[config.mk]
export PLATFORM = sky130hd
export DESIGN_NAME = instr_fetch_flat
export DESIGN_NICKNAME = d
export VERILOG_FILES = /design/src/rtl/cpu_pkg.sv /design/src/rtl/instr_fetch_if.sv /design/src/rtl/instr_fetch.sv /design/src/flat_wrapper.sv
export SDC_FILE = /design/constraint.sdc
export NUM_CORES = 1
export LEC_CHECK = 0
export ABC_AREA = 1
export CAP_MARGIN = 10
export CORE_MARGIN = 4
export CORE_UTILIZATION = 42
export DETAILED_ROUTE_END_ITERATION = 7
export MAX_ROUTING_LAYER = met4
export PLACE_DENSITY = 0.89
export RECOVER_POWER = 25
export SYNTH_ARGS = -nofsm -noshare
export SYNTH_HDL_FRONTEND = slang
export SYNTH_SLANG_ARGS = --single-unit
[constraint.sdc]
create_clock -name clk -period 1.75 [get_ports clk]
set_input_delay 0.2625 -clock clk [delete_from_list [all_inputs] [get_ports clk]]
set_output_delay 0.2625 -clock clk [all_outputs]
set_load 0.01 [all_outputs]
[src/rtl/cpu_pkg.sv]
// Shared definitions for the 16-bit, 32-GPR processor: opcodes, IR field
// positions and the instruction-fetch state encoding.
package cpu_pkg;

    localparam int IR_W = 32;

    localparam logic [4:0] OP_OR   = 5'd5;
    localparam logic [4:0] OP_NOR  = 5'd10;
    localparam logic [4:0] OP_NOT  = 5'd11;
    localparam logic [4:0] OP_HALT = 5'd31;

    // IR layout; rsrc2 and isrc overlap, imm_mode selects which one is meant.
    localparam int OPER_MSB     = 31;
    localparam int OPER_LSB     = 27;
    localparam int RDST_MSB     = 26;
    localparam int RDST_LSB     = 22;
    localparam int RSRC1_MSB    = 21;
    localparam int RSRC1_LSB    = 17;
    localparam int IMM_MODE_BIT = 16;
    localparam int RSRC2_MSB    = 15;
    localparam int RSRC2_LSB    = 11;
    localparam int ISRC_MSB     = 15;
    localparam int ISRC_LSB     = 0;

    typedef enum logic [2:0] {
        FS_IDLE   = 3'd0,
        FS_FETCH  = 3'd1,
        FS_WAIT   = 3'd2,
        FS_HOLD   = 3'd3,
        FS_HALTED = 3'd4
    } fetch_state_e;

    function automatic logic [4:0] ir_oper(input logic [IR_W-1:0] word);
        return word[OPER_MSB:OPER_LSB];
    endfunction

endpackage

[src/rtl/instr_fetch_if.sv]
// Program-memory read port, IR valid/ready handshake and jump redirect
// between the fetch sequencer and its memory/execute neighbours.
interface instr_fetch_if #(
    parameter int ADDR_W = 8
);
    logic              imem_en;
    logic [ADDR_W-1:0] imem_addr;
    logic [31:0]       imem_rdata;
    logic [31:0]       ir;
    logic              ir_valid;
    logic              ir_ready;
    logic              jump_en;
    logic [ADDR_W-1:0] jump_addr;

    modport master (
        output imem_en, imem_addr, ir, ir_valid,
        input  imem_rdata, ir_ready, jump_en, jump_addr
    );

    modport slave (
        input  imem_en, imem_addr, ir, ir_valid,
        output imem_rdata, ir_ready, jump_en, jump_addr
    );
endinterface

[src/rtl/instr_fetch.sv]
// PC-driven instruction fetch sequencer: reads words from synchronous program
// memory and presents them as IR over valid/ready, handling jumps and HALT.
module instr_fetch
    import cpu_pkg::*;
#(
    parameter int         ADDR_W  = 8,
    parameter logic [4:0] HALT_OP = OP_HALT
) (
    input  logic              clk,
    input  logic              sys_rst_n,
    input  logic              start,
    instr_fetch_if.master     bus,
    output logic [ADDR_W-1:0] pc,
    output logic              halted
);

    fetch_state_e      state_reg, state_next;
    logic [ADDR_W-1:0] pc_reg, pc_next;
    logic [IR_W-1:0]   ir_reg, ir_next;
    logic              ir_valid_reg, ir_valid_next;
    logic              halted_reg, halted_next;
    logic              handshake;

    assign handshake = (state_reg == FS_HOLD) && ir_valid_reg && bus.ir_ready;

    always_comb begin
        state_next    = state_reg;
        pc_next       = pc_reg;
        ir_next       = ir_reg;
        ir_valid_next = ir_valid_reg;
        halted_next   = halted_reg;

        case (state_reg)
            FS_IDLE: begin
                if (start) begin
                    pc_next    = '0;
                    state_next = FS_FETCH;
                end
            end

            // A jump here re-issues the read at the new PC; the read launched
            // this cycle is overwritten by it before WAIT could use it.
            FS_FETCH: begin
                if (bus.jump_en) begin
                    pc_next    = bus.jump_addr;
                    state_next = FS_FETCH;
                end else begin
                    state_next = FS_WAIT;
                end
            end

            FS_WAIT: begin
                if (bus.jump_en) begin
                    pc_next       = bus.jump_addr;
                    ir_valid_next = 1'b0;
                    state_next    = FS_FETCH;
                end else if (ir_oper(bus.imem_rdata) == HALT_OP) begin
                    ir_next     = bus.imem_rdata;
                    halted_next = 1'b1;
                    state_next  = FS_HALTED;
                end else begin
                    ir_next       = bus.imem_rdata;
                    ir_valid_next = 1'b1;
                    state_next    = FS_HOLD;
                end
            end

            // Jump wins over pc+1 even when the consumer takes the word in
            // the same cycle; the handshake itself still completes.
            FS_HOLD: begin
                if (bus.jump_en) begin
                    pc_next       = bus.jump_addr;
                    ir_valid_next = 1'b0;
                    state_next    = FS_FETCH;
                end else if (handshake) begin
                    pc_next       = pc_reg + ADDR_W'(1);
                    ir_valid_next = 1'b0;
                    state_next    = FS_FETCH;
                end
            end

            FS_HALTED: begin
                if (start) begin
                    halted_next = 1'b0;
                    pc_next     = '0;
                    state_next  = FS_FETCH;
                end
            end

            default: begin
                state_next    = FS_IDLE;
                ir_valid_next = 1'b0;
            end
        endcase
    end

    always_ff @(posedge clk or negedge sys_rst_n) begin
        if (!sys_rst_n) begin
            state_reg    <= FS_IDLE;
            pc_reg       <= '0;
            ir_reg       <= '0;
            ir_valid_reg <= 1'b0;
            halted_reg   <= 1'b0;
        end else begin
            state_reg    <= state_next;
            pc_reg       <= pc_next;
            ir_reg       <= ir_next;
            ir_valid_reg <= ir_valid_next;
            halted_reg   <= halted_next;
        end
    end

    // The read strobe is a pure state decode so reset removes it immediately.
    assign bus.imem_en   = (state_reg == FS_FETCH);
    assign bus.imem_addr = pc_reg;
    assign bus.ir        = ir_reg;
    assign bus.ir_valid  = ir_valid_reg;
    assign pc            = pc_reg;
    assign halted        = halted_reg;

endmodule
[src/flat_wrapper.sv]
// flat-port wrapper written by rule: the top's interface ports become plain ports
module instr_fetch_flat import cpu_pkg::*;
#(
    parameter int         ADDR_W  = 8,
    parameter logic [4:0] HALT_OP = OP_HALT
)
  (clk, sys_rst_n, start, pc, halted, bus_imem_en, bus_imem_addr, bus_ir, bus_ir_valid, bus_imem_rdata, bus_ir_ready, bus_jump_en, bus_jump_addr);
  instr_fetch_if #(.ADDR_W(ADDR_W)) bus_i ();
  input  logic clk;
  input  logic sys_rst_n;
  input  logic start;
  output logic [ADDR_W-1:0] pc;
  output logic halted;
  output wire logic [$bits(bus_i.imem_en)-1:0] bus_imem_en;
  output wire logic [$bits(bus_i.imem_addr)-1:0] bus_imem_addr;
  output wire logic [$bits(bus_i.ir)-1:0] bus_ir;
  output wire logic [$bits(bus_i.ir_valid)-1:0] bus_ir_valid;
  input wire logic [$bits(bus_i.imem_rdata)-1:0] bus_imem_rdata;
  input wire logic [$bits(bus_i.ir_ready)-1:0] bus_ir_ready;
  input wire logic [$bits(bus_i.jump_en)-1:0] bus_jump_en;
  input wire logic [$bits(bus_i.jump_addr)-1:0] bus_jump_addr;
  assign bus_imem_en = bus_i.imem_en;
  assign bus_imem_addr = bus_i.imem_addr;
  assign bus_ir = bus_i.ir;
  assign bus_ir_valid = bus_i.ir_valid;
  assign bus_i.imem_rdata = bus_imem_rdata;
  assign bus_i.ir_ready = bus_ir_ready;
  assign bus_i.jump_en = bus_jump_en;
  assign bus_i.jump_addr = bus_jump_addr;
  instr_fetch #(.ADDR_W(ADDR_W), .HALT_OP(HALT_OP)) u_core (.clk(clk), .sys_rst_n(sys_rst_n), .start(start), .bus(bus_i), .pc(pc), .halted(halted));
endmodule
Figure 1. I/O nets highlighted.
Scale: 3 px per um.
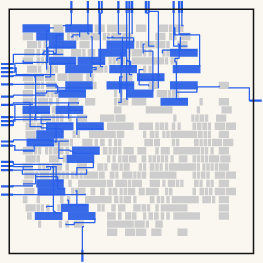
- blue: bus_ir (bits 32; direction output; end cells 32; buffers 32; wire 1020 um)

Figure 2. Pin map.
Scale: 6 px per um. Pins as bars across the die edge, other pins in gray.
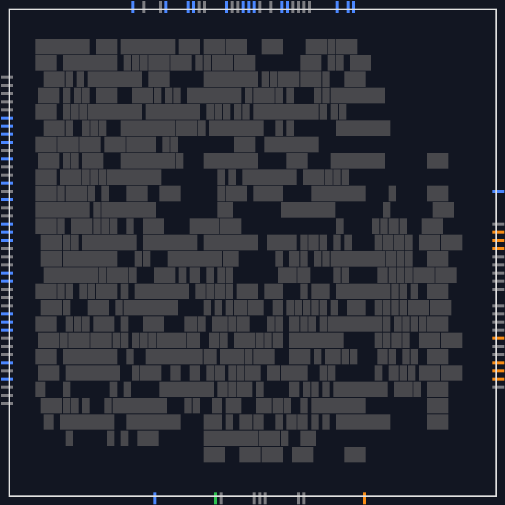
- green: bus_imem_en (pins 1; direction output; edge south)
- orange: pc (pins 8; direction output; edge 7 east, 1 south)
- blue: bus_ir (pins 32; direction output; edge 17 west, 13 north, 1 east, 1 south)

Figure 3. Wiring by layer.
Scale: 3 px per um. Only two layers are drawn.
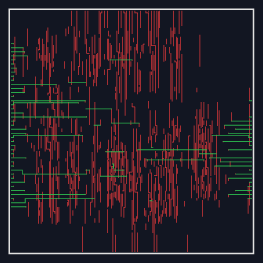
- red: metal 2 (wire length 2830 um)
- green: metal 3 (wire length 493 um)

Figure 4. Met2 routing.
Scale: 6 px per um.
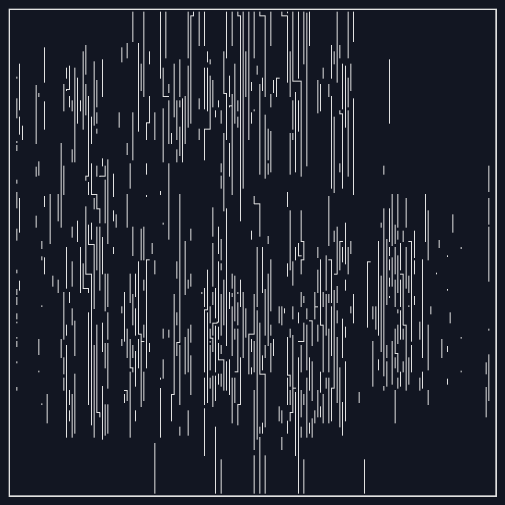
- wire length on this layer: 2830 um
- main direction: vertical

Figure 5. Cell placement.
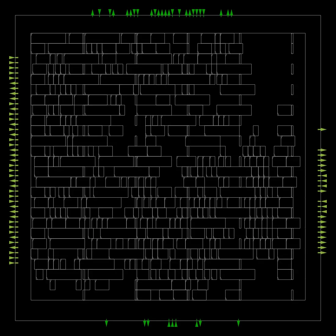
Seq cells: 45
num tapcells: 70
end-of-flow core utilization: 65.17%

==> run summary <==
status -> finished, final reports clean
die width -> 80.90 um
die height -> 80.90 um
share of flip-flops with an asynchronous set or reset after synthesis -> 100.0%
synthesized area divided by synthesized cell count -> 7.465 um2
simple share -> 37.05%
Crit. End Element -> output port
depth of the worst register-to-register path -> 7
reg-to-reg critical path startpoint -> u_core.state_reg[2]$_DFFE_PN0P_
top post-synthesis cells by area -> dfrtp_1, nand2_1, nand3_1
Global Route met2 Usage -> 32.51%
deepest clock path buffer count -> 2
Tot GR Track Use -> 19.52%
register cell area after layout -> 1127 um2
antenna violations before repair -> 0
clock sink count -> 45
number of flip-flops and latches in the synthesized netlist -> 45
portion of synthesized cell area occupied by the leading cell type -> 50.45%
total of fill cells in the finished design -> 462
final critical path time including I/O delays and setup -> 1.654 ns
cell leakage power -> 1.673 nW
insertion delay at the late pin of the worst-skew pair -> 0.29 ns
detailed-placement wirelength estimate -> 4.452 mm
maximum number of pins on one net before global-route repair -> 46
Net Count, Synth -> 345
detailed router's first-iteration violation count -> 95
iteration count of the initial detailed-routing pass -> 4
compound-gate portion of the synthesized area -> 3.756%
area of combinational cells with multiple inputs -> 934.6 um2
antenna diode instance count -> 0
end of the worst register-to-register path -> u_core.bus.imem_addr[7]$_DFFE_PN0P_
Layout Area Growth over Synthesis -> 50.06%
RD Place Congestion -> 0.8193
Distinct cells, synth -> 23
met3 usage -> 5.211%
count of final max-slew check failures -> 0
number of cell rows -> 26
worst hold slack -> 0.2433 ns
Port Buffer Count -> 95
Worst setup endpoint -> bus_imem_addr[2]
number of flip-flops in the largest register -> 32
wire length reported by the detailed router -> 5.842 mm
actual slew at the worst max-slew pin -> 1.092 ns
Most Used Layer, Global Route -> met2
worst rel slew slack -> 27.19%
Main logic family -> simple AND/OR/NAND/NOR gates
fmax -> 0.6045 GHz
Core Area -> 5140 um2
largest vdd supply drop -> 0.8089 mV
Pre-Place Util -> 43.43%
total global routing overflow -> 0
worst hold-check path type -> input port to asynchronous set/reset pin
crit path cell chain -> clkdlybuf4s50_1
Mapped Cells -> 299
cell type contributing the most total cell area after synthesis -> dfrtp_1
kind of start point of the critical path -> flop
most instantiated library cell after synthesis -> nand2_1
clock tree from TritonCTS -> done
Remaining DRCs -> 0
H-tree depth -> 2
gate family responsible for the most delay along the worst path -> buffers and inverters
post-place instance area -> 3231 um2
hold-fix buffer count after cts -> 0
number of vias in the routed layout -> 2248
unrepaired setup endpoints after global routing -> false
number of buffers created by CTS -> 5
cells in synth_stat.txt -> 299
tool warning count -> 26
post-synthesis chip area from yosys -> 2232 um2
max capacitance violation total -> 0
Die Outline Area -> 6545 um2
count of library flops with an enable pin -> 0
layout net count -> 441
final setup fails -> 0
number of gates on the worst path with buffers counted -> 1
global-route wire length before repair -> 9.708 mm
via count normalized by instance count -> 4.824
Critical Path Start -> u_core.bus.imem_addr[2]$_DFFE_PN0P_
data required time at the worst endpoint -> 1.49 ns
type of the worst setup path -> flop to output port
flip-flop cell with the highest count after synthesis -> dfrtp_1
share of post-route cells with drive strength above 1 -> 8.838%
delay of the slowest cell on the worst path -> 0.60 ns
M1 GR Usage -> 23.32%
largest driver fanout on the critical path -> 9
ratio of final minimum period to clock period -> 94.53%
WP buf/inv -> 1
final hold violations -> 0
arrival time of the worst setup path -> 1.39 ns
Reg2Reg Setup Slack -> 0.25 ns
number of nets still failing antenna checks after routing -> 0
commonest cells in the netlist -> nand2_1, dfrtp_1, nor2_1
ratio of total power to cell area -> 1622 nW/um2
Multiplexer share -> 0%
via count of the first global-routing pass -> 2195
area fraction in full adders, half adders and majority gates -> 0.5605%
Boundary Pins -> 96
Setup Slack @ Placement -> 0.08668 ns
WL/cell -> 12.54 um
standard cell with the maximum stage delay on the critical path -> clkdlybuf4s50_1
sequential element share of the synthesized area -> 50.45%
accumulated negative setup slack -> 0 ns
post-synthesis xor/xnor area fraction -> 0.3924%
YS warnings -> 0
Syn Std Cell Area -> 2232 um2
clock-pin slew on the worst setup and hold paths -> 0.09 ns
Layout Skew -> 0.009927 ns
post-route cell area -> 3349 um2
worst path setup slack after routing -> 0.09570 ns
CTS root buf -> clkbuf_8
==> per-layer routing <==
layer | vias up | wire [um]
met3 | 7 | 493
met5 | - | 0
met4 | 0 | 71
met2 | 88 | 2832
li1 | 1101 | -
met1 | 1052 | 2446
==> power by group <==
part,internal [mW],leakage (nW),switching [mW]
Clock,0.429,0.0554,0.346
Combinational,1.43,1.05,1.36
Sequential,1.50,0.566,0.370
==> final cells by class <==
cell class	count	share of cell area [%]
flip-flops and latches	45	33.66
repair buffers	105	30.37
clock buffers	6	2.167
inverters	19	2.129
clock inverters	2	1.158
well taps	70	2.615
multi-input cells	219	27.90
==> cell usage in the layout, fill, tap and decap left out, types with 3 or more instances in the layout <==
cell / netlist / routed
nor2_2: 4 / 5
dfrtp_1: 45 / 44
clkdlybuf4s50_1: 0 / 93
a21oi_1: 4 / 4
nor3_1: 3 / 3
nor2_1: 17 / 16
clkbuf_8: 0 / 5
nand3_1: 14 / 14
o21ai_0: 6 / 6
nand2_1: 158 / 158
inv_2: 3 / 3
inv_1: 16 / 16
nand3_2: 3 / 3
buf_4: 8 / 9
==> per-stage QoR <==
stage / util (%) / cells / power [mW]
3_3_place_gp: 62.85 / 457 / 4.581
2_1_floorplan: - / 299 / 3.291
3_5_place_dp: 62.85 / 457 / 4.683
6_report: 65.17 / 466 / 5.432
4_1_cts: 65.21 / 466 / 5.492
5_1_grt: 65.17 / 466 / 5.883
==> repair_timing <==
action	in CTS	in global routing
setup endpoints to repair	1	0
setup buffers	1	0
resized	3	0
endpoints found under the hold margin	0	0
Power is estimated from default activity; no workload was simulated.
